$ cat config.mk
export PLATFORM = sky130hd
export DESIGN_NAME = sc_charge_sequencer
export DESIGN_NICKNAME = d
export VERILOG_FILES = /design/src/rtl/sc_types_pkg.sv /design/src/rtl/sc_charge_sequencer.sv
export SDC_FILE = /design/constraint.sdc
export NUM_CORES = 1
export LEC_CHECK = 0
export CORE_UTILIZATION = 52
export DETAILED_ROUTE_END_ITERATION = 6
export GPL_TIMING_DRIVEN = 0
export PLACE_DENSITY = 0.77
export SLEW_MARGIN = 25
export SYNTH_ARGS = -nofsm -noshare
export SYNTH_HDL_FRONTEND = slang
export SYNTH_SLANG_ARGS = --single-unit
$ cat constraint.sdc
create_clock -name clk -period 4.2 [get_ports clk]
set_input_delay 0.63 -clock clk [delete_from_list [all_inputs] [get_ports clk]]
set_output_delay 0.63 -clock clk [all_outputs]
set_load 0.01 [all_outputs]
$ cat src/rtl/sc_types_pkg.sv
// sc_types_pkg: shared state encoding for the charge sequencer and its safety monitor
package sc_types_pkg;
    typedef enum logic [2:0] {IDLE, CHECK_GRID, CHARGING, WAIT, FAULT} state_t;
endpackage

$ cat src/rtl/sc_charge_sequencer.sv
// sc_charge_sequencer: grid-check / charge / back-off / fault sequencer with a ramped power command
module sc_charge_sequencer
    import sc_types_pkg::*;
#(
    parameter int CHECK_CYCLES = 8,
    parameter int WAIT_CYCLES  = 64,
    parameter int MAX_RETRIES  = 3,
    parameter int STEP         = 16
) (
    input  logic       clk,
    input  logic       rst,
    input  logic       start_req,
    input  logic       stop_req,
    input  logic       fault_flag,
    input  logic [3:0] fault_code,
    input  logic       fault_clear,
    output state_t     current_state,
    output logic       charge_en,
    output logic [7:0] charge_level,
    output logic [1:0] retry_cnt,
    output logic [3:0] latched_code
);
    localparam int CW = $clog2(CHECK_CYCLES + 1);
    localparam int WW = $clog2(WAIT_CYCLES + 1);

    logic [CW-1:0] chk_cnt;
    logic [WW-1:0] wait_cnt;
    logic [7:0]    target;
    state_t        nxt;
    logic          active, flt, stop, clean, chk_done, expire;
    logic [1:0]    retry_inc;
    logic [7:0]    tgt, lvl_up, lvl_dn, lvl_nxt;
    logic [8:0]    up9;

    // next-state decision and ramp arithmetic toward the target of the state being entered
    always_comb begin
        active    = current_state inside {CHECK_GRID, CHARGING, WAIT};
        flt       = fault_flag && active;
        stop      = stop_req && active;
        clean     = current_state == CHECK_GRID && fault_code == 4'b0011 && !fault_flag;
        chk_done  = clean && chk_cnt == CW'(CHECK_CYCLES - 1);
        expire    = current_state == WAIT && wait_cnt == WW'(WAIT_CYCLES - 1) && !fault_flag && !stop_req;
        retry_inc = retry_cnt + 2'd1;
        nxt       = current_state;
        if (flt)
            nxt = FAULT;
        else if (stop)
            nxt = IDLE;
        else
            case (current_state)
                IDLE:       nxt = start_req ? CHECK_GRID : IDLE;
                CHECK_GRID: nxt = fault_code == 4'b0010 ? WAIT : chk_done ? CHARGING : CHECK_GRID;
                WAIT:       nxt = !expire ? WAIT : retry_inc == 2'(MAX_RETRIES) ? FAULT : CHECK_GRID;
                FAULT:      nxt = fault_clear && !fault_flag ? IDLE : FAULT;
                default:    nxt = current_state;
            endcase
        tgt     = nxt != CHARGING ? 8'd0 :
                  fault_code == 4'b0111 ? 8'd255 :
                  fault_code == 4'b0110 ? 8'd128 : target;
        up9     = {1'b0, charge_level} + 9'(STEP);
        lvl_up  = up9 > {1'b0, tgt} ? tgt : up9[7:0];
        lvl_dn  = (charge_level - tgt) <= 8'(STEP) ? tgt : charge_level - 8'(STEP);
        lvl_nxt = charge_level < tgt ? lvl_up : charge_level > tgt ? lvl_dn : charge_level;
    end

    // state, counters and all registered outputs
    always_ff @(posedge clk) begin
        if (rst) begin
            current_state <= IDLE;
            charge_en     <= 1'b0;
            charge_level  <= 8'd0;
            retry_cnt     <= 2'd0;
            latched_code  <= 4'd0;
            chk_cnt       <= '0;
            wait_cnt      <= '0;
            target        <= 8'd0;
        end else begin
            current_state <= nxt;
            charge_en     <= nxt == CHARGING;
            target        <= tgt;
            charge_level  <= nxt == FAULT ? 8'd0 : lvl_nxt;
            chk_cnt       <= !clean ? '0 : chk_cnt == CW'(CHECK_CYCLES) ? chk_cnt : chk_cnt + 1'b1;
            wait_cnt      <= current_state != WAIT ? '0 : wait_cnt == WW'(WAIT_CYCLES) ? wait_cnt : wait_cnt + 1'b1;
            retry_cnt     <= (nxt == CHARGING && current_state != CHARGING) ? 2'd0 :
                             (current_state == FAULT && nxt == IDLE) ? 2'd0 :
                             expire ? retry_inc : retry_cnt;
            latched_code  <= flt ? fault_code :
                             (expire && nxt == FAULT) ? 4'b1000 :
                             (current_state == FAULT && nxt == IDLE) ? 4'd0 : latched_code;
        end
    end
endmodule

==> run notes, run 1 <==
Notes on the flow outputs.

- The worst setup path is launched from an input pin.
- Summed over all nets, wire length on met3 after detailed routing comes to 154 um.
- The routed wirelength on the met1 layer is recorded as 2.68 mm.
- The cell count listed in synth_stat.txt is 294.
- The repair_antennas step left the layout with diodes totalling 0.
- The worst path needs 4.01 ns of the cycle, external delays included.
- The capture point of the critical path reads charge_level[3].
- The cell count of the worst reg-to-reg path is 16.
- The count of yosys warnings during synthesis is 0.
- Per the gpl log, the routability congestion estimate is 0.886.
- The run finished with clean final reports.
- The first element of the critical path is fault_code[0].
- On met2, the global router reports a usage of 41.6%.
- The highest clock frequency the design can meet reads 0.250 GHz.
- The number of H-tree levels is 2.
- The floorplan die width is 73.2 um.
- The flip-flop cell with the highest count after synthesis is sky130_fd_sc_hd__dfxtp_1.
- The number of buffers added on ports is 27.
- The final hold violation count recorded for this run is 0.
- The worst slack at placement is -0.607 ns.
- The worst reg2reg path endpoint is charge_level[3].
- The tree is rooted in a sky130_fd_sc_hd__clkbuf_8.
## run 1: synth_stat cells, types with 2 or more instances
| master | n |
|---|---|
| sky130_fd_sc_hd__mux2_4 | 4 |
| sky130_fd_sc_hd__xor2_1 | 8 |
| sky130_fd_sc_hd__mux2i_1 | 2 |
| sky130_fd_sc_hd__o211ai_1 | 2 |
| sky130_fd_sc_hd__nor2_1 | 36 |
| sky130_fd_sc_hd__o21ai_0 | 8 |
| sky130_fd_sc_hd__buf_6 | 3 |
| sky130_fd_sc_hd__ha_1 | 20 |
| sky130_fd_sc_hd__o21bai_1 | 2 |
| sky130_fd_sc_hd__nand3b_1 | 7 |
| sky130_fd_sc_hd__nor3b_1 | 3 |
| sky130_fd_sc_hd__a211o_1 | 2 |
| sky130_fd_sc_hd__and2_1 | 5 |
| sky130_fd_sc_hd__or2_1 | 3 |
| sky130_fd_sc_hd__dfxtp_1 | 37 |
| sky130_fd_sc_hd__inv_1 | 19 |
| sky130_fd_sc_hd__nor2b_4 | 2 |
| sky130_fd_sc_hd__a211oi_1 | 2 |
| sky130_fd_sc_hd__nand2b_1 | 4 |
| sky130_fd_sc_hd__o21a_1 | 3 |
| sky130_fd_sc_hd__nand3_1 | 12 |
| sky130_fd_sc_hd__a31oi_1 | 3 |
| sky130_fd_sc_hd__a21oi_1 | 20 |
| sky130_fd_sc_hd__nand2_1 | 14 |
| sky130_fd_sc_hd__nor2_4 | 3 |
| sky130_fd_sc_hd__or2_2 | 3 |
| sky130_fd_sc_hd__a22oi_1 | 3 |
| sky130_fd_sc_hd__xnor2_1 | 6 |
| sky130_fd_sc_hd__o211a_1 | 2 |
| sky130_fd_sc_hd__or4_1 | 2 |
| sky130_fd_sc_hd__nor3_1 | 3 |
| sky130_fd_sc_hd__nor2b_1 | 3 |
| sky130_fd_sc_hd__nand4_1 | 3 |
| sky130_fd_sc_hd__o41a_1 | 2 |
## run 1: report_power, final
part / internal, mW / total [mW] / switching [mW]
Sequential: 0.370 / 0.404 / 0.0345
Combinational: 0.380 / 0.791 / 0.411
Clock: 0.178 / 0.317 / 0.139
Total: 0.928 / 1.51 / 0.585
## run 1: sequential cells by signal (all words and copies together), names as in the netlist
| name | flops |
|---|---|
| charge_level | 8 |
| target | 8 |
| wait_cnt | 7 |
| chk_cnt | 4 |
| latched_code | 4 |
| current_state | 3 |
| retry_cnt | 2 |
| charge_en | 1 |
## run 1: final cells by class
| type | instances | share of cell area, % |
|---|---|---|
| flip-flops and latches | 37 | 22.6 |
| clock buffers | 5 | 2.10 |
| multi-input cells | 233 | 56.7 |
| inverters | 19 | 2.18 |
| well taps | 67 | 2.56 |
| plain buffers | 5 | 1.37 |
| clock inverters | 3 | 1.41 |
| repair buffers | 38 | 11.0 |
## run 1: cell families after synthesis
logic type | synth area share, %
compound gates | 22.6
mux | 3.04
xor+xnor | 4.66
fa+ha+maj | 10.3
simple gates | 26.9
buf+inv | 4.42
flops | 28.1
## run 1: worst min-delay path by stage
stage | from | cells after the start | endpoint
after floorplan | target[7] | 2 | target[7]
after detailed placement | target[7] | 2 | target[7]
after CTS | target[7] | 2 | target[7]
after global placement | target[7] | 2 | target[7]
final | target[7] | 2 | target[7]
after global routing | target[7] | 2 | target[7]
**Run 1: metal layers overlaid**

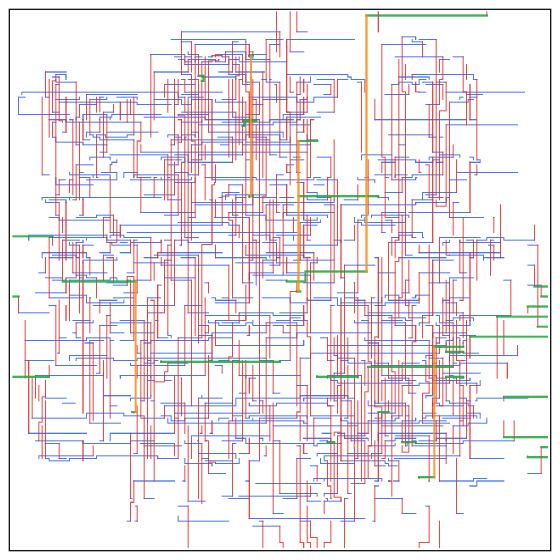
- M3: green (wire length 154 um)
- M2: red (wire length 3030 um)
- M1: blue (wire length 2680 um)
- M4: orange (wire length 110 um)

**Run 1: clock network drawn from the DEF**

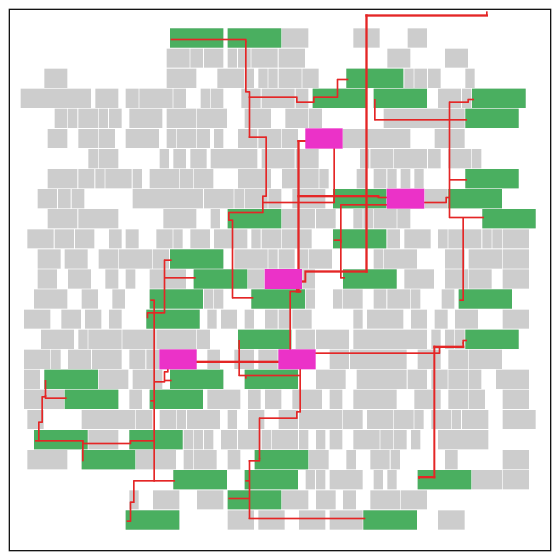
- clock-net drivers: magenta (count 5)
- flip-flops: green (count 37)
- clock wires: red (length 504 um)
- routed clock nets: 6
- flops lie: all over the die

**Run 1: track usage over the die**

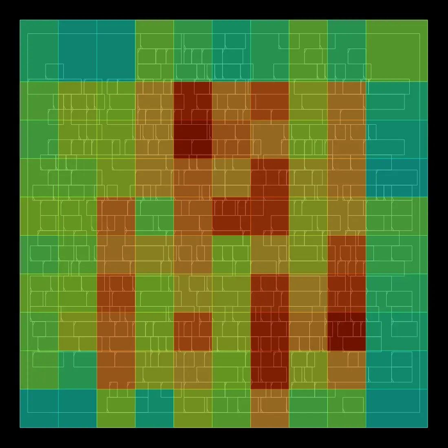
routing usage on met1: 27.9%
average detailed-routed wire length per instance: 14.7 um
grt met3 use: 4.14%
global-route usage over all layers: 23.5%
end-of-flow core utilization: 68.5%

**Run 1: cell classes on the final placement**

The bar under the picture is 20 um long.
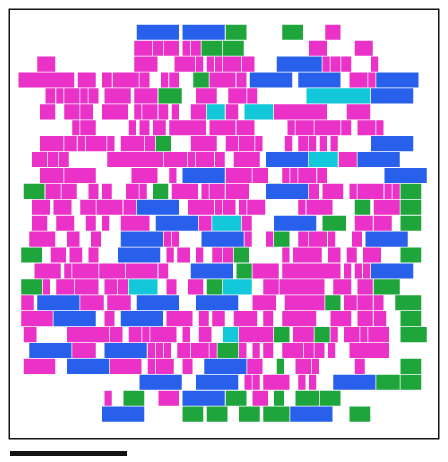

==> inputs of run 2 (changes only) <==
- CELL_PAD_IN_SITES_DETAIL_PLACEMENT: not set -> 0
- CELL_PAD_IN_SITES_GLOBAL_PLACEMENT: not set -> 1
- CORE_UTILIZATION: 52 -> 44
- CTS_CLUSTER_DIAMETER: not set -> 60
- CTS_CLUSTER_SIZE: not set -> 40
- PLACE_DENSITY: 0.77 -> 0.84
**Run 2: cell classes on the final placement**

The bar under the picture is 20 um long.
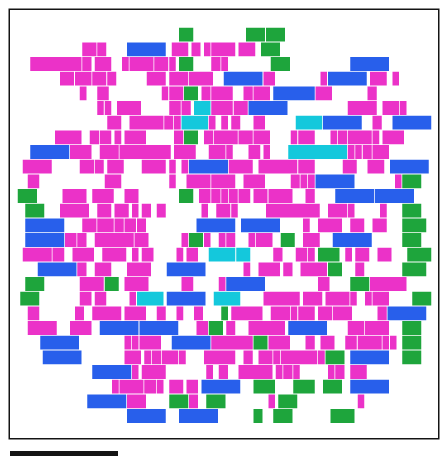
- remaining logic cells: magenta (cells 252)
- remaining buffers and delay cells: green (cells 42)
- registers: blue (cells 37)
- clock drivers and dummy loads: cyan (cells 8)

==> run 2 against run 1 <==
Flip-flop count did not move. Hold slack barely moved. Clock skew rose by 0.0039 ns. Via count fell by 1.8%. Final cell count rose by 0.98%. Fmax rose by 1.3%.
==> run notes, run 2 <==
Notes on the flow outputs.

- The largest fanout on the critical path reads 7.
- The final hold violation count reads 0 (unchanged).
- The beginning of the worst hold path is target[7].
- The count of yosys warnings during synthesis reads 0 (unchanged).
- The worst slack at placement reads -0.621 ns (-0.0141 ns).
- The dominant cell type by area after synthesis reads sky130_fd_sc_hd__dfxtp_1.
- The highest clock frequency the design can meet is 0.253 GHz (+1.3%).
- The capturing element type of the critical path reads a register.
- The root buffer selected by CTS reads sky130_fd_sc_hd__clkbuf_8.
- The routing usage on met1 was 26.4% (-1.5 points).
- The post-layout instance area is 3290 sq um.
- The floorplan die width reads 79.4 um (+8.5%).
- The yosys synthesis chip area is 2630 sq um.
- The registers reported with the highest flop counts are charge_level (8), target (8), wait_cnt (7).
- The via count of the first global-routing pass is 2173.
- Ranked by instance count, the synthesized netlist is headed by sky130_fd_sc_hd__dfxtp_1 (37), sky130_fd_sc_hd__nor2_1 (36), sky130_fd_sc_hd__a21oi_1 (20), sky130_fd_sc_hd__ha_1 (20), sky130_fd_sc_hd__inv_1 (19).
- Per the CTS log, the buffer count on the longest clock path is 2.
- The worst-case hold path end point is target[7].
- The floorplan core density is 46.7%.
- The pin count of the biggest net entering global routing reads 14.
- The cell count of the worst reg-to-reg path reads 14 (-2).
- The global-route met2 utilization is 33.4% (-8.2 points).
- The path class of the lowest-slack min-delay path reads reg -> reg.
- The post-synthesis cell type with the largest instance count reads sky130_fd_sc_hd__dfxtp_1.
- The final antenna diode count is 0 (unchanged).
- The depth of the worst hold-timing path reads 2 (unchanged).
- The cell count listed in synth_stat.txt reads 294 (unchanged).
- Dividing the final minimum period by the clock period gives 94.2%.
- The synthesized netlist occupies a cell area of 2630 sq um.
- The met3 demand-to-capacity share in global routing reads 3.66% (-0.49 points).
- The startpoint class of the critical path is an input pin.
- The worst setup margin reads 0.242 ns.
- Summed over all failing endpoints, the final setup total negative slack is 0 ns.
- Per the post-synthesis stats, the area per cell is 8.96 sq um.
- For this run, the detailed router reports a per-instance via density of 5.60.
- The number of buffers added on ports reads 27 (unchanged).
- Summing all flip-flop and latch instances after layout gives 742 sq um.
- The final weighted congestion in routability-driven placement was 0.854 (-3.6%).
- The flow ran to the end, and the final reports show no timing, DRC or antenna violations.
- The number of antenna-violating nets in the routed design reads 0.
- The largest clock skew in the final design reads 0.0128 ns.
- The worst reg2reg path endpoint is charge_level[2].
- In the synthesized netlist the dominant register cell turns out to be sky130_fd_sc_hd__dfxtp_1.
- The via count reads 2300.
- The number of H-tree levels is 2 (unchanged).
- The number of DRC markers in iteration 0 reads 69.
- The site row count is 27.
- The max-cap violation count is 0.
- The shortest clock period the worst path allows after layout was 3.96 ns (-0.0496 ns).
**Run 2: track usage over the die**

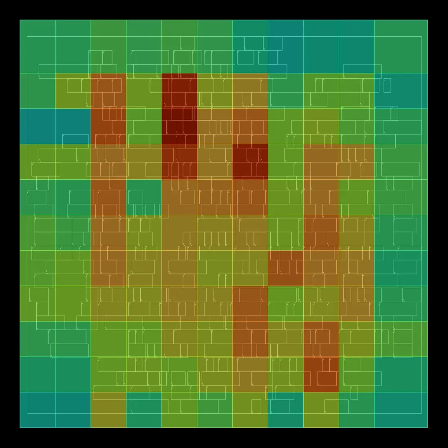
GRT busiest layer: met2
global-route usage over all layers: 20.3%
average detailed-routed wire length per instance: 14.5 um
end-of-flow core utilization: 58.4%

run 2: cell counts after synthesis:
No cell type changed its count.
run 2: critical path, delay by kind of cell:
kind                     cells  cell delay [ns]
adder cells (fa/ha/maj)      1             0.33
multiplexers                 1             0.30
AND-OR/OR-AND                5             1.00
buffers and inverters        3             0.84
AND/OR/NAND/NOR              4             1.03
run 2: timing repair:
action | CTS | global route
gates resized | 11 | 16
setup buffers | 2 | 8
endpoints found under the hold margin | 0 | 0
pin swaps | 3 | 9
setup endpoints to repair | 7 | 7
run 2: cell families after synthesis:
logic type	after synthesis	synth area share [%]
DFF	37	28.1
adders and majority gates	21	10.3
xor gates and xnor gates	14	4.66
buffers and inverters	24	4.42
and+or+nand+nor	118	26.9
AOI/OAI and AO/OA	74	22.6
muxes	6	3.04
run 2: power by group:
part	internal, mW	switching, mW	total [mW]
clock	0.178	0.144	0.322
combinational	0.391	0.414	0.805
sequential	0.370	0.0359	0.406
run 2: cell type report:
class | count | share of cell area, %
buffer | 5 | 1.37
clock buffer | 5 | 2.09
clock inverter | 3 | 1.41
inverter | 19 | 2.16
multi-input combinational | 233 | 57.1
sequential | 37 | 22.5
tap | 72 | 2.73
timing repair buffer | 37 | 10.6
run 2: how the worst max path moves through the flow:
stage	depth (start not counted)	start	to	slack, ns
floorplan	17	wait_cnt[0]	charge_level[0]	0.44
global placement	16	fault_flag	charge_level[1]	-0.56
detailed placement	16	fault_flag	charge_level[2]	-0.62
CTS	14	fault_code[1]	charge_level[2]	0.002
global route	15	wait_cnt[0]	charge_level[1]	0.01
finish	14	fault_code[0]	charge_level[2]	0.24
run 2: per-stage QoR:
stage,utilization (%),cells,hold slack [ns]
global route,58.4,411,0.518
detailed placement,53.1,393,0.462
finish,58.4,411,0.479
floorplan,-,294,0.441
global placement,53.1,393,0.452
CTS,56.4,403,0.484
run 2: metal layers:
layer	share of wire [%]	vias to the layer above
li1	-	1158
met5	0	-
met3	3.4	8
met4	1.6	0
met2	47	44
met1	48	1090
**Run 2: clock network drawn from the DEF**

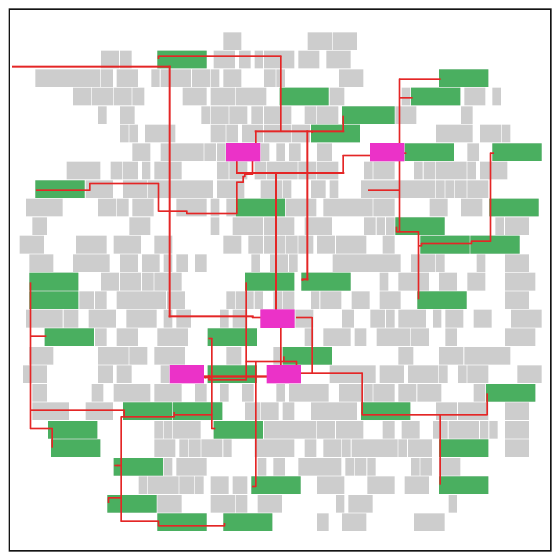

==> inputs of run 3 (changes only) <==
- CAP_MARGIN: not set -> 20
- MAX_ROUTING_LAYER: not set -> met4
**Run 3: clock network drawn from the DEF**

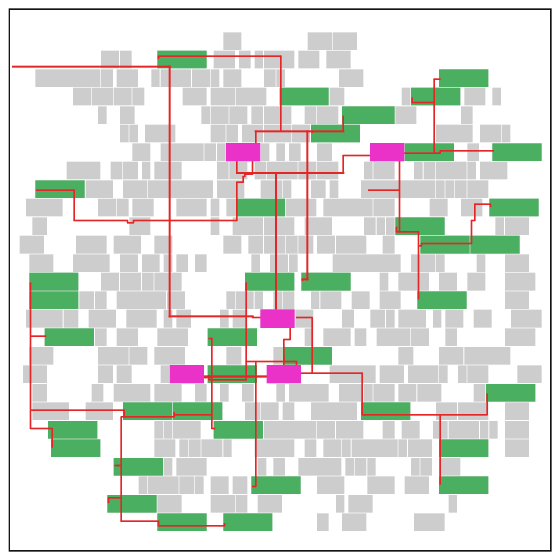
- clock wires: red (length 563 um)
- flip-flops: green (count 37)
- clock-net drivers: magenta (count 5)
- routed clock nets: 6
- flops lie: all over the die

**Run 3: cell classes on the final placement**

The bar under the picture is 20 um long.
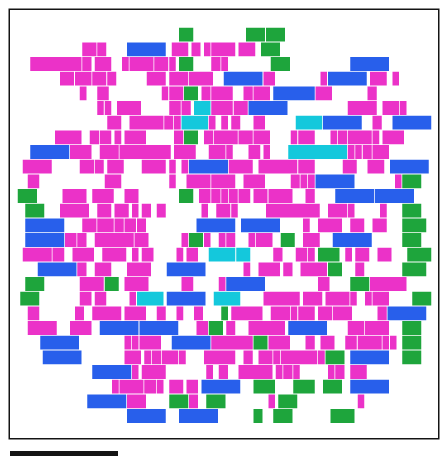
number of core rows: 27
final design instance area without fill: 3290 sq um
Seq/total area: 22.5%

==> run 3 against run 2 <==
First-iteration DRC count rose by 19%. Synthesized cell count did not move. Critical endpoint unchanged. Register-to-register slack about the same. Setup slack improved by 0.0026 ns. Clock-buffer cell count did not move. Final area unchanged. Largest cell class unchanged. Global-route usage grew 0.58 points. Combinational power about the same. Sequential share of layout area is the same.
==> run notes, run 3 <==
Notes on the flow outputs.

- For reference, the critical path cell chain is clkdlybuf4s50_1 -> inv_1 -> o2111a_1 -> o21bai_4 -> nand4_4 -> buf_4 -> or2_4 -> ha_1 -> a21oi_1 -> nor2b_1 -> or4_1 -> o22ai_4 -> o22a_4 -> mux2_4.
- Ranking logic cells in the layout by count gives the top entries sky130_fd_sc_hd__dfxtp_1 (36), sky130_fd_sc_hd__nor2_1 (34), sky130_fd_sc_hd__clkdlybuf4s50_1 (22).
- The dominant cell type by area after synthesis reads sky130_fd_sc_hd__dfxtp_1.
- The worst setup margin was 0.245 ns (+0.00258 ns).
- The worst slack at placement came to -0.621 ns (unchanged).
- In the final layout, the share of cells above drive strength 1 is 18.9%.
- Per the CTS log, the root buffer master is sky130_fd_sc_hd__clkbuf_8.
- The final instance count without filler cells reads 411 (unchanged).
- The shortest clock period the worst path allows after layout reads 3.96 ns (-0.00258 ns).
- The floorplan die width was 79.4 um (unchanged).
- The final hold violation count is 0 (unchanged).
- The arrival time reported for the critical path endpoint is 4.14 ns.
- For this run the top cell type by instance count after synthesis was sky130_fd_sc_hd__dfxtp_1.
- The mean number of vias per cell came to 5.57 (-0.39%).
- The highest clock frequency the design can meet reads 0.253 GHz (about the same).
- The total leakage power is 1.25 nW.
- The final period utilization was 94.2% (about the same).
- The maximum buffer depth of the clock tree came to 2 (unchanged).
- The max-cap violation count is 0 (unchanged).
- The count of yosys warnings during synthesis is 0 (unchanged).
- The final weighted congestion in routability-driven placement reads 0.867 (+1.6%).
- The first TritonRoute pass finished after 4 iterations.
- The startpoint class of the critical path is an input pin.
- The number of DRC markers in iteration 0 is 82 (+19%).
- For reference, the clock transition at the flip-flops on the worst setup and hold paths is 0.08 ns.
- The via count is 2291 (-0.39%).
- The average wire per standard cell is 14.5 um (-0.23%).
- The number of H-tree levels came to 2 (unchanged).
- The pin count of the biggest net entering global routing is 14 (unchanged).
- The global-route wire length before repair is 10.1 mm.
- The via count of the first global-routing pass is 2171 (-0.092%).
- The number of buffers added on ports reads 27 (unchanged).
- Setup repair after global routing left no endpoint under its margin.
- The synthesized area per cell came to 8.96 sq um (unchanged).
- The final net count is 369.
- The largest clock skew in the final design is 0.0123 ns (-0.000506 ns).
- The commonest cells after synthesis are sky130_fd_sc_hd__dfxtp_1 (37), sky130_fd_sc_hd__nor2_1 (36), sky130_fd_sc_hd__a21oi_1 (20), sky130_fd_sc_hd__ha_1 (20), sky130_fd_sc_hd__inv_1 (19).
- The type recorded for the worst min-delay path is reg -> reg.
- The floorplan core density is 46.7% (unchanged).
- The yosys synthesis chip area is 2630 sq um (unchanged).
- The run finished with clean final reports.
- Between the synthesized netlist and the finished layout, the area growth was recorded as 25.1%.
- The cell total after placement was 393 (unchanged).
- The global-route usage over all layers reads 20.9% (+0.58 points).
- The post-synthesis cell area is 2630 sq um (unchanged).
- The largest registers in the layout are charge_level (8), target (8), wait_cnt (7).
- The number of antenna-violating nets in the routed design reads 0 (unchanged).
- The final antenna diode count is 0 (unchanged).
- The capturing element type of the critical path is a register.
- The largest fanout on the critical path is 7 (unchanged).
## run 3: path summary, 6_finish.rpt
| path | start | end | slack [ns] | cells past startpoint |
|---|---|---|---|---|
| max | fault_code[0] | charge_level[2] | 0.24 | 14 |
| max reg2reg | wait_cnt[0] | charge_level[2] | 0.29 | 14 |
| min reg2reg | target[7] | target[7] | 0.48 | 2 |
| min | target[7] | target[7] | 0.48 | 2 |
## run 3: layer usage
metal | share of wire [%] | routed length [um] | vias to the layer above | global-route usage, %
met5 | 0 | 0 | - | -
met4 | 1.6 | 98 | 0 | 7.64
met3 | 4.0 | 239 | 8 | 3.66
met2 | 47 | 2800 | 44 | 33.3
met1 | 47 | 2810 | 1081 | 26.5
li1 | - | - | 1158 | -
## run 3: worst max-delay path: cells and delay by family
family | cells | cell delay (ns)
simple gates | 4 | 1.03
compound gates | 5 | 0.99
buf+inv | 3 | 0.84
fa+ha+maj | 1 | 0.33
mux | 1 | 0.30
## run 3: logic make-up (layout without fill, tap and decap cells)
| logic type | count (synthesis) | count (layout) | share of synthesized area [%] |
|---|---|---|---|
| compound gates | 74 | 74 | 22.6 |
| flops | 37 | 37 | 28.1 |
| buf+inv | 24 | 69 | 4.42 |
| mux | 6 | 6 | 3.04 |
| simple gates | 118 | 118 | 26.9 |
| xor+xnor | 14 | 14 | 4.66 |
| fa+ha+maj | 21 | 21 | 10.3 |
## run 3: what timing repair did
| action | in CTS | in global routing |
|---|---|---|
| endpoints found under the setup margin | 7 | 7 |
| pin swaps | 3 | 9 |
| hold buffers | 0 | 0 |
| buffers inserted | 2 | 8 |
| resized | 11 | 16 |
## run 3: layout make-up
class                           count  area [sq um]  share of cell area (%)
Tap cell                           72          90.1                    2.73
Buffer                              5          45.0                    1.37
Inverter                           19          71.3                    2.16
Clock buffer                        5          68.8                    2.09
Timing Repair Buffer               37           350                    10.6
Multi-Input combinational cell    233          1880                    57.1
Clock inverter                      3          46.3                    1.41
Sequential cell                    37           742                    22.5
## run 3: stage by stage
stage	cell area, sq um	hold WS, ns	util (%)	TNS, ns
6_report	3290	0.479	58.4	0
5_1_grt	3290	0.518	58.4	0
4_1_cts	3180	0.484	56.4	0
3_5_place_dp	2990	0.462	53.1	-3.87
3_3_place_gp	2990	0.452	53.1	-3.50
2_1_floorplan	2630	0.441	-	0
## run 3: where the power goes
group / total [mW] / switching (mW) / internal [mW] / leakage (nW)
sequential: 0.406 / 0.0358 / 0.370 / 0.300
clock: 0.322 / 0.144 / 0.178 / 0.0543
combinational: 0.804 / 0.413 / 0.391 / 0.897
Power figures rest on the tool's default switching activity, not on a simulated workload.
